### config.mk
export PLATFORM = sky130hd
export DESIGN_NAME = writeback_unit_flat
export DESIGN_NICKNAME = d
export VERILOG_FILES = /design/src/rtl/writeback_unit_if.sv /design/src/rtl/writeback_unit.sv /design/src/flat_wrapper.sv
export SDC_FILE = /design/constraint.sdc
export NUM_CORES = 2
export LEC_CHECK = 0
export ABC_AREA = 0
export CAP_MARGIN = 20
export CORE_AREA = 2 2 284 286
export DETAILED_ROUTE_END_ITERATION = 10
export DIE_AREA = 0 0 286 288
export PLACE_DENSITY = 0.72
export SLEW_MARGIN = 20
export SYNTH_ARGS = -nofsm -noshare
export SYNTH_HDL_FRONTEND = slang
export SYNTH_SLANG_ARGS = --single-unit
### constraint.sdc
create_clock -name clock_i -period 2.6 [get_ports clock_i]
set_input_delay 0.26 -clock clock_i [delete_from_list [all_inputs] [get_ports clock_i]]
set_output_delay 0.26 -clock clock_i [all_outputs]
set_load 0.03 [all_outputs]
### src/rtl/writeback_unit_if.sv
// Bundle between the arithmetic/memory/operand-fetch stages and the writeback unit.
// The master modport drives requests and read addresses; the slave modport is the writeback unit.
interface writeback_unit_if #(
  parameter int DEPTH = 4
);
  localparam int CW = $clog2(DEPTH) + 1;

  logic          resultValid_i;
  logic          wbEnable_i;
  logic [4:0]    wbAddress_i;
  logic [15:0]   wbData_i;
  logic [1:0]    statusWriteback_i;
  logic          loadValid_i;
  logic [4:0]    loadAddress_i;
  logic [15:0]   loadData_i;
  logic          clearStatus_i;
  logic [4:0]    rdAddrA_i;
  logic [4:0]    rdAddrB_i;
  logic [15:0]   rdDataA_o;
  logic [15:0]   rdDataB_o;
  logic          stall_o;
  logic [CW-1:0] count_o;
  logic [1:0]    statusReg_o;
  logic          dropError_o;

  modport master (
    output resultValid_i, wbEnable_i, wbAddress_i, wbData_i, statusWriteback_i,
    output loadValid_i, loadAddress_i, loadData_i, clearStatus_i,
    output rdAddrA_i, rdAddrB_i,
    input  rdDataA_o, rdDataB_o, stall_o, count_o, statusReg_o, dropError_o
  );

  modport slave (
    input  resultValid_i, wbEnable_i, wbAddress_i, wbData_i, statusWriteback_i,
    input  loadValid_i, loadAddress_i, loadData_i, clearStatus_i,
    input  rdAddrA_i, rdAddrB_i,
    output rdDataA_o, rdDataB_o, stall_o, count_o, statusReg_o, dropError_o
  );
endinterface

### src/rtl/writeback_unit.sv
// Writeback stage: in-order result queue retiring into a 32x16 register file,
// with sticky status, a priority load-write port and two forwarded read ports.
module writeback_unit #(
  parameter int DEPTH = 4
) (
  input logic             clock_i,
  input logic             nReset_i,
  writeback_unit_if.slave wb
);
  localparam int PW = $clog2(DEPTH);
  localparam int CW = PW + 1;

  logic [15:0]   rf     [32];
  logic          q_en   [DEPTH];
  logic [4:0]    q_addr [DEPTH];
  logic [15:0]   q_data [DEPTH];
  logic [1:0]    q_st   [DEPTH];

  logic [PW-1:0] head;
  logic [PW-1:0] tail;
  logic [CW-1:0] count;
  logic [1:0]    status;
  logic          drop_err;

  logic          full;
  logic          retire;
  logic          enq;
  logic [PW-1:0] idx;
  logic [15:0]   fwd_a;
  logic [15:0]   fwd_b;

  // The load port owns the single regfile write port, so it blocks retirement.
  assign full   = (count == CW'(DEPTH));
  assign retire = (count != '0) && !wb.loadValid_i;
  assign enq    = wb.resultValid_i && (!full || retire);

  always_ff @(posedge clock_i or negedge nReset_i) begin
    if (!nReset_i) begin
      head     <= '0;
      tail     <= '0;
      count    <= '0;
      status   <= 2'b00;
      drop_err <= 1'b0;
    end else begin
      if (retire) head <= head + 1'b1;
      if (enq)    tail <= tail + 1'b1;
      case ({enq, retire})
        2'b10:   count <= count + 1'b1;
        2'b01:   count <= count - 1'b1;
        default: count <= count;
      endcase
      // Clear first, then OR in the retiring status so set wins.
      status <= (wb.clearStatus_i ? 2'b00 : status) | (retire ? q_st[head] : 2'b00);
      if (wb.resultValid_i && !enq) drop_err <= 1'b1;
    end
  end

  // Queue payload needs no reset: occupancy alone decides which slots are live.
  always_ff @(posedge clock_i) begin
    if (enq) begin
      q_en[tail]   <= wb.wbEnable_i;
      q_addr[tail] <= wb.wbAddress_i;
      q_data[tail] <= wb.wbData_i;
      q_st[tail]   <= wb.statusWriteback_i;
    end
  end

  always_ff @(posedge clock_i or negedge nReset_i) begin
    if (!nReset_i) begin
      for (int i = 0; i < 32; i++) rf[i] <= '0;
    end else if (wb.loadValid_i) begin
      rf[wb.loadAddress_i] <= wb.loadData_i;
    end else if (retire && q_en[head]) begin
      rf[q_addr[head]] <= q_data[head];
    end
  end

  // Walk live entries oldest to youngest so the youngest match wins.
  always_comb begin
    fwd_a = rf[wb.rdAddrA_i];
    fwd_b = rf[wb.rdAddrB_i];
    idx   = head;
    for (int k = 0; k < DEPTH; k++) begin
      idx = head + PW'(k);
      if ((CW'(k) < count) && q_en[idx]) begin
        if (q_addr[idx] == wb.rdAddrA_i) fwd_a = q_data[idx];
        if (q_addr[idx] == wb.rdAddrB_i) fwd_b = q_data[idx];
      end
    end
  end

  assign wb.rdDataA_o   = fwd_a;
  assign wb.rdDataB_o   = fwd_b;
  assign wb.count_o     = count;
  assign wb.stall_o     = (count >= CW'(DEPTH - 1));
  assign wb.statusReg_o = status;
  assign wb.dropError_o = drop_err;
endmodule
### src/flat_wrapper.sv
// flat-port wrapper written by rule: the top's interface ports become plain ports
module writeback_unit_flat 
#(
  parameter int DEPTH = 4
)
  (clock_i, nReset_i, wb_resultValid_i, wb_wbEnable_i, wb_wbAddress_i, wb_wbData_i, wb_statusWriteback_i, wb_loadValid_i, wb_loadAddress_i, wb_loadData_i, wb_clearStatus_i, wb_rdAddrA_i, wb_rdAddrB_i, wb_rdDataA_o, wb_rdDataB_o, wb_stall_o, wb_count_o, wb_statusReg_o, wb_dropError_o);
  writeback_unit_if #(.DEPTH(DEPTH)) wb_i ();
  input logic clock_i;
  input logic nReset_i;
  input wire logic [$bits(wb_i.resultValid_i)-1:0] wb_resultValid_i;
  input wire logic [$bits(wb_i.wbEnable_i)-1:0] wb_wbEnable_i;
  input wire logic [$bits(wb_i.wbAddress_i)-1:0] wb_wbAddress_i;
  input wire logic [$bits(wb_i.wbData_i)-1:0] wb_wbData_i;
  input wire logic [$bits(wb_i.statusWriteback_i)-1:0] wb_statusWriteback_i;
  input wire logic [$bits(wb_i.loadValid_i)-1:0] wb_loadValid_i;
  input wire logic [$bits(wb_i.loadAddress_i)-1:0] wb_loadAddress_i;
  input wire logic [$bits(wb_i.loadData_i)-1:0] wb_loadData_i;
  input wire logic [$bits(wb_i.clearStatus_i)-1:0] wb_clearStatus_i;
  input wire logic [$bits(wb_i.rdAddrA_i)-1:0] wb_rdAddrA_i;
  input wire logic [$bits(wb_i.rdAddrB_i)-1:0] wb_rdAddrB_i;
  output wire logic [$bits(wb_i.rdDataA_o)-1:0] wb_rdDataA_o;
  output wire logic [$bits(wb_i.rdDataB_o)-1:0] wb_rdDataB_o;
  output wire logic [$bits(wb_i.stall_o)-1:0] wb_stall_o;
  output wire logic [$bits(wb_i.count_o)-1:0] wb_count_o;
  output wire logic [$bits(wb_i.statusReg_o)-1:0] wb_statusReg_o;
  output wire logic [$bits(wb_i.dropError_o)-1:0] wb_dropError_o;
  assign wb_i.resultValid_i = wb_resultValid_i;
  assign wb_i.wbEnable_i = wb_wbEnable_i;
  assign wb_i.wbAddress_i = wb_wbAddress_i;
  assign wb_i.wbData_i = wb_wbData_i;
  assign wb_i.statusWriteback_i = wb_statusWriteback_i;
  assign wb_i.loadValid_i = wb_loadValid_i;
  assign wb_i.loadAddress_i = wb_loadAddress_i;
  assign wb_i.loadData_i = wb_loadData_i;
  assign wb_i.clearStatus_i = wb_clearStatus_i;
  assign wb_i.rdAddrA_i = wb_rdAddrA_i;
  assign wb_i.rdAddrB_i = wb_rdAddrB_i;
  assign wb_rdDataA_o = wb_i.rdDataA_o;
  assign wb_rdDataB_o = wb_i.rdDataB_o;
  assign wb_stall_o = wb_i.stall_o;
  assign wb_count_o = wb_i.count_o;
  assign wb_statusReg_o = wb_i.statusReg_o;
  assign wb_dropError_o = wb_i.dropError_o;
  writeback_unit #(.DEPTH(DEPTH)) u_core (.clock_i(clock_i), .nReset_i(nReset_i), .wb(wb_i));
endmodule
final_clocks.png
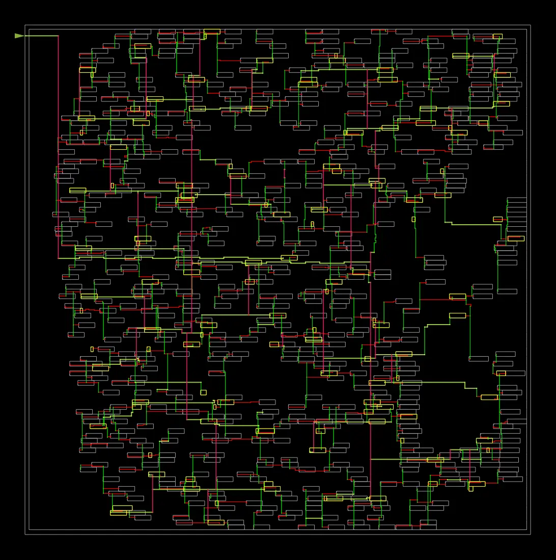
# clock sinks: 618
Clock net power: 0.0105 W
Clock Latency Late Sink: 0.66 ns
CLK BUF: 107

wire_density.png
The bar under the picture is 100 microns long. 29 x 29 tiles, from white (low) to dark blue (high), scaled to the fullest tile. Values are wire area over tile area, all layers added.
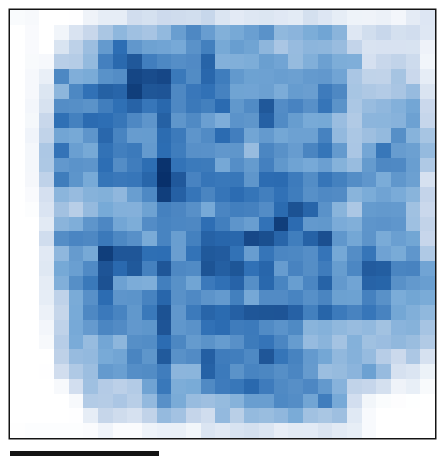
densest ninth of the die	middle
mean over tiles	0.49
nearly empty tiles	8.4%
tiles over half the peak	55%

met3.png
Cells faint in the background.
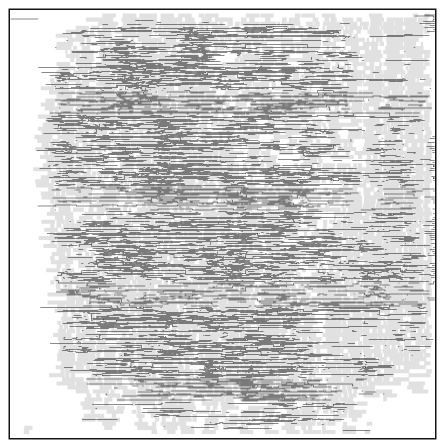
wire length on this layer	35.1 mm
longest straight run	204 microns
share of all routed wire	17%
main direction	horizontal

==> results.yml <==
# flow metrics
global_routing:
  grt_usage_pct: 46.1
  grt_max_degree: 79
  grt_pass1_vias: 40300
  grt_antenna_before_repair: 21
power_and_ir_drop:
  p_clk_share_pct: 15.2
  internal_power_w: 0.0404
  switching_share_pct: 41.7
floorplan:
  num_tap_cells: 1060
  die_height_microns: 288
  dieWidth_microns: 286
  num_io_pins: 99
hold_path:
  hold_depth: 2
  hold_end: "u_core.wb.dropError_o"
clocking:
  htree_levels: 3
  cts_made_buffers: 72
  clk_root_buffer_cell: "clkbuf_16"
  post-cts-setup-buffers: 91
detailed_routing:
  antenna_left: 0
  wl_per_cell_microns: 38.9
timing:
  worst_pin_slew_ns: 1.14
  setup_violations: 545
  fin_tns_setup_ns: -194.46
  rsz0062_at_grt: "true"
  worst_slack_ns: -1.62
critical_path:
  endpoint: "wb_rdDataB_o[0]"
  crit_required_ns: 2.34
  critPathKind: "reg2out"
  critical_path.startpoint: "u_core.head[0]"
  worst_ep_arrival_time_ns: 3.96
finish:
  fill_cells: 5015
  nNonClkInverters: 11
  mostFrequentLayoutCells: "830 x buf_4, 519 x dfrtp_1, 452 x o21a_1, 382 x o221ai_1, 325 x mux4_2"
  area_growth_pct: 45.6
  buf_share_pct: 23.4
  design_area_sq_um: 57100
  num-multi-input-gates: 2205
  nonClockBufferCount: 1269
job:
  warnings: 35
outcome:
  status: "finished with violations"
  violations: "setup timing"
placement:
  dpl_cell_area_sq_um: 48500
  numPortBuffers: 98
synth:
  yosys_area_sq_um: 39200
  ys_types: 73
  yosysMostFrequentCell: "dfrtp_1"
clock_map.png
The bar under the picture is 100 microns long.
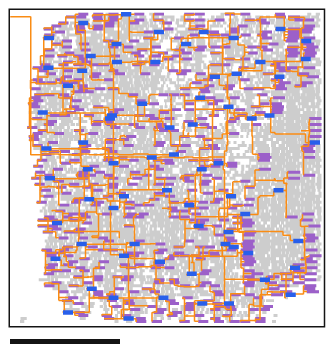
[blue] cells driving clock nets | count: 72
[orange] clock wires | length: 8930 microns
[purple] flip-flops | count: 618
routed clock nets	73

zoom.png
Region (123, 124) to (163, 164) microns. Cells in grey, sequential cells in the stronger grey; small squares are vias.
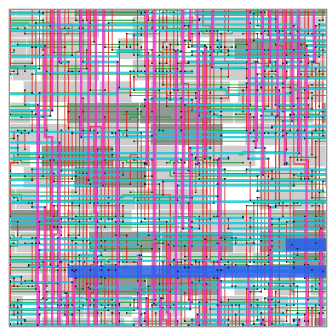
colour	layer
green	met1
red	met2
cyan	met3
blue	met5
magenta	met4
sequential cells in the window	12
cells with their middle in the window	85
netlist names of flops here include	u_core.rf (12)
most frequent	buf_4 (20), mux4_2 (13), o21a_1 (13)

[routing by layer]
metal | vias to the layer above | track usage [%]
met4 | 26 | 34.4
met1 | 20300 | 53.8
met5 | - | 0.640
met2 | 4406 | 67.9
met3 | 1559 | 19.1
li1 | 15300 | -
[cell families (layout without fill, tap and decap cells)]
kind of cell             after synthesis  count (layout)  share of synthesized area (%)
XOR/XNOR                              47              47                           1.11
buffers and inverters                417            1408                           4.92
multiplexers                         468             468                           22.4
other                                  0              12                              0
adder cells (fa/ha/maj)                9               9                          0.287
AND/OR/NAND/NOR                      428             428                           5.39
flip-flops                           618             618                           40.6
AND-OR/OR-AND                       1253            1253                           25.3
Power figures rest on the tool's default switching activity, not on a simulated workload.
